## config.mk

```make
export PLATFORM = sky130hd
export DESIGN_NAME = bcd_conv_arbiter
export DESIGN_NICKNAME = d
export VERILOG_FILES = /design/src/rtl/bcd_conv_arbiter.sv
export SDC_FILE = /design/constraint.sdc
export NUM_CORES = 1
export LEC_CHECK = 0
export ABC_AREA = 1
export CORE_ASPECT_RATIO = 0.7
export CORE_MARGIN = 1.5
export CORE_UTILIZATION = 49
export CTS_CLUSTER_DIAMETER = 30
export DETAILED_ROUTE_END_ITERATION = 8
export PLACE_DENSITY_LB_ADDON = 0.3
export SYNTH_ARGS = -nofsm -noshare
export SYNTH_HDL_FRONTEND = slang
export SYNTH_SLANG_ARGS = --single-unit
```

## constraint.sdc

```tcl
create_clock -name clk_i -period 2.4 [get_ports clk_i]
set_input_delay 0.24 -clock clk_i [delete_from_list [all_inputs] [get_ports clk_i]]
set_output_delay 0.24 -clock clk_i [all_outputs]
set_load 0.005 [all_outputs]
```

## src/rtl/bcd_conv_arbiter.sv

```systemverilog
// Round-robin sequencer sharing one binary-to-BCD converter among NUM_REQ requesters.
// Each request is latched, issued through a start/ready/done handshake, and guarded by a timeout.
//
// state   | meaning
// S_IDLE  | no request in flight; picks the next pending requester round-robin
// S_ISSUE | operand on conv_bin_o, waiting for conv_ready_i to fire conv_start_o
// S_WAIT  | converter busy; timer counts toward the hang timeout
// S_RESP  | one-cycle result pulse to the granted requester
module bcd_conv_arbiter #(
  parameter int NUM_REQ        = 2,
  parameter int TIMEOUT_CYCLES = 64,
  parameter int MAX_VAL        = 9999
) (
  input  logic                  clk_i,
  input  logic                  rst_i,
  input  logic [NUM_REQ-1:0]    req_start_i,
  input  logic [13:0]           req_bin_i [NUM_REQ],
  output logic [NUM_REQ-1:0]    req_ready_o,
  output logic [NUM_REQ-1:0]    resp_valid_o,
  output logic                  resp_err_o,
  output logic [3:0][3:0]       resp_bcd_o,
  output logic                  conv_start_o,
  output logic [13:0]           conv_bin_o,
  input  logic                  conv_ready_i,
  input  logic                  conv_done_i,
  input  logic [3:0][3:0]       conv_bcd_i
);

  localparam int PW = (NUM_REQ > 1) ? $clog2(NUM_REQ) : 1;
  localparam int TW = (TIMEOUT_CYCLES > 1) ? $clog2(TIMEOUT_CYCLES) : 1;
  localparam logic [TW-1:0] TIMER_LAST = TW'(TIMEOUT_CYCLES - 1);
  localparam logic [PW-1:0] LAST_REQ   = PW'(NUM_REQ - 1);

  typedef enum logic [1:0] {
    S_IDLE  = 2'd0,
    S_ISSUE = 2'd1,
    S_WAIT  = 2'd2,
    S_RESP  = 2'd3
  } state_t;

  state_t            state_q;
  logic [NUM_REQ-1:0] pending_q, pending_d;
  logic [13:0]       op_q [NUM_REQ];
  logic [PW-1:0]     rr_ptr_q, rr_ptr_d;
  logic [PW-1:0]     grant_q, grant_sel;
  logic [TW-1:0]     timer_q;
  logic [13:0]       conv_bin_q;
  logic [3:0][3:0]   resp_bcd_q;
  logic              resp_err_q;

  function automatic logic [13:0] sat14(input logic [13:0] v);
    return ({18'd0, v} >= 32'(MAX_VAL + 1)) ? 14'(MAX_VAL) : v;
  endfunction

  // Lowest rotation offset from rr_ptr wins, so scan offsets high to low.
  always_comb begin
    grant_sel = '0;
    for (int k = NUM_REQ - 1; k >= 0; k--) begin
      int idx;
      idx = int'(rr_ptr_q) + k;
      if (idx >= NUM_REQ) idx = idx - NUM_REQ;
      if (pending_q[PW'(idx)]) grant_sel = PW'(idx);
    end
  end

  always_comb begin
    pending_d = pending_q;
    for (int i = 0; i < NUM_REQ; i++) begin
      if (req_start_i[i] && !pending_q[i]) pending_d[i] = 1'b1;
    end
    if (state_q == S_RESP) pending_d[grant_q] = 1'b0;
  end

  assign rr_ptr_d = (grant_q == LAST_REQ) ? '0 : grant_q + PW'(1);

  always_ff @(posedge clk_i or posedge rst_i) begin
    if (rst_i) begin
      state_q    <= S_IDLE;
      pending_q  <= '0;
      rr_ptr_q   <= '0;
      grant_q    <= '0;
      timer_q    <= '0;
      conv_bin_q <= '0;
      resp_bcd_q <= '0;
      resp_err_q <= 1'b0;
      for (int i = 0; i < NUM_REQ; i++) op_q[i] <= '0;
    end else begin
      pending_q <= pending_d;
      for (int i = 0; i < NUM_REQ; i++) begin
        if (req_start_i[i] && !pending_q[i]) op_q[i] <= sat14(req_bin_i[i]);
      end

      case (state_q)
        S_IDLE: begin
          if (|pending_q) begin
            grant_q    <= grant_sel;
            conv_bin_q <= op_q[grant_sel];
            state_q    <= S_ISSUE;
          end
        end
        S_ISSUE: begin
          if (conv_ready_i) begin
            timer_q <= '0;
            state_q <= S_WAIT;
          end
        end
        S_WAIT: begin
          // A done arriving on the timeout cycle still counts as a good result.
          if (conv_done_i) begin
            resp_bcd_q <= conv_bcd_i;
            resp_err_q <= 1'b0;
            state_q    <= S_RESP;
          end else if (timer_q == TIMER_LAST) begin
            resp_bcd_q <= '0;
            resp_err_q <= 1'b1;
            state_q    <= S_RESP;
          end else begin
            timer_q <= timer_q + TW'(1);
          end
        end
        S_RESP: begin
          rr_ptr_q <= rr_ptr_d;
          state_q  <= S_IDLE;
        end
        default: state_q <= S_IDLE;
      endcase
    end
  end

  always_comb begin
    resp_valid_o = '0;
    if (state_q == S_RESP) resp_valid_o[grant_q] = 1'b1;
  end

  assign req_ready_o  = ~pending_q;
  assign conv_start_o = (state_q == S_ISSUE) && conv_ready_i;
  assign conv_bin_o   = conv_bin_q;
  assign resp_bcd_o   = resp_bcd_q;
  assign resp_err_o   = resp_err_q;

endmodule
```

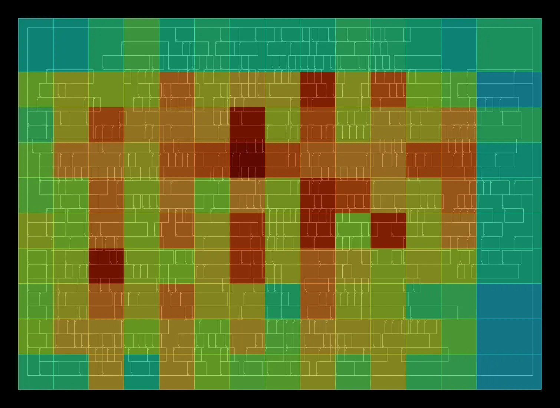
congestion_map.png
met1 usage: 34.8%
Avg WL per Cell: 13.5 um
GR Layer Usage met2: 34.7%

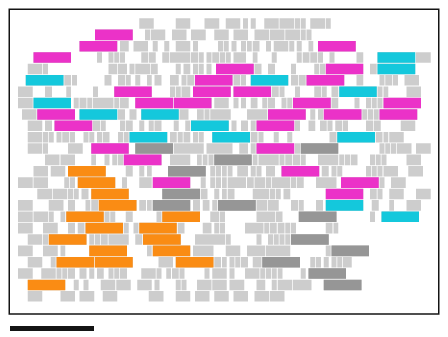
ff_map.png
Scale bar: 20 um. Other sequential cells in the stronger gray, the rest of the logic in the fainter gray.
| color | signal | placed flops |
|---|---|---|
| cyan | `conv_bin_o` | 14 |
| orange | `resp_bcd_o` | 16 |
| magenta | `op_q` | 28 |
not colored: 13

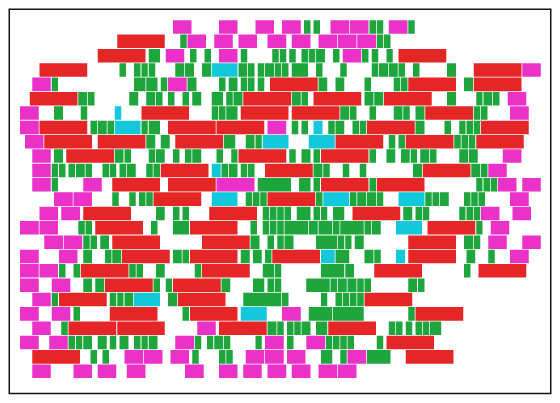
class_map.png
| color | class | cells | share of their area |
|---|---|---|---|
| green | remaining logic cells | 331 | 35% |
| red | registers | 71 | 41% |
| magenta | remaining buffers and delay cells | 86 | 20% |
| cyan | clock drivers and dummy loads | 15 | 3.8% |

state kept, by name, summed over array words and instances (netlist names):
signal,cells
op_q,28
resp_err_o,1
grant_q,1
rr_ptr_q,1
pending_q,2
state_q,2
timer_q,6
resp_bcd_o,16
conv_bin_o,14
where the power goes:
group	switching, mW	leakage (nW)	total, mW	internal, mW
clock network	0.413	0.0850	0.805	0.392
logic	1.16	1.18	2.17	1.02
registers	0.334	0.861	2.06	1.72
per-layer routing:
metal	vias to the layer above	GRT usage (%)	routed length (um)
li1	1478	-	-
met1	1391	34.8	4000
met2	90	34.7	3560
met3	6	5.17	474
met4	0	5.63	37
met5	-	0	0
logic make-up after synthesis:
logic type | share of synthesized area (%)
simple gates | 30.3
fa+ha+maj | 2.21
flops | 52.4
compound gates | 7.86
buf+inv | 7.16
==> Changelog: implementation <==
### Implementation results

- Largest cells by area: dfrtp_1 52%, nand2_1 13%, nor2_1 7.0%
- Post-DR vias/cell: about 5
- Slew HR: 64.7%
- Hold buffer count at CTS: 0
- Root Buffer: clkbuf_8
- Area leader share: 52.4%
- Final Slew Violations: 0
- Synth Seq Share: 52.4%
- Final ANT Viol Nets: 0
- First-pass GRT wire length: 13.3 mm
- Floorplan core density: 50.4%
- CP max-delay cell: clkdlybuf4s50_1
- I/O Buffers: between 80 and 90
- Design Area, Final: ~4400 um^2
- Dpl hpwl: 5.86 mm
- Die Ht: slightly above 70 um
- Most common logic cells in the final layout: 116 x nand2_1, 85 x clkdlybuf4s50_1, 71 x dfrtp_1
- Seq area share: 40.0%
- Post-Syn Area: 3390 um^2
- Max Cap Viol: 0
- Clk buf depth: 2
- Num CTS Buffers: 9
- Layout cell share with drive strength beyond 1: 7.55%
- Repair and plain buffers: 86
- CP Capture Type: primary output
- CP top delay family: buffers and inverters
- Yosys cell count: 417
- Sink Count: roughly 71
- Critical path depth in cells: 5
- Status: finished clean
- Data buffer area share: about a fifth
- Worst reg2reg setup slack: approximately 0.47 ns
- Log Warnings: 30
Power figures rest on the tool's default switching activity, not on a simulated workload.
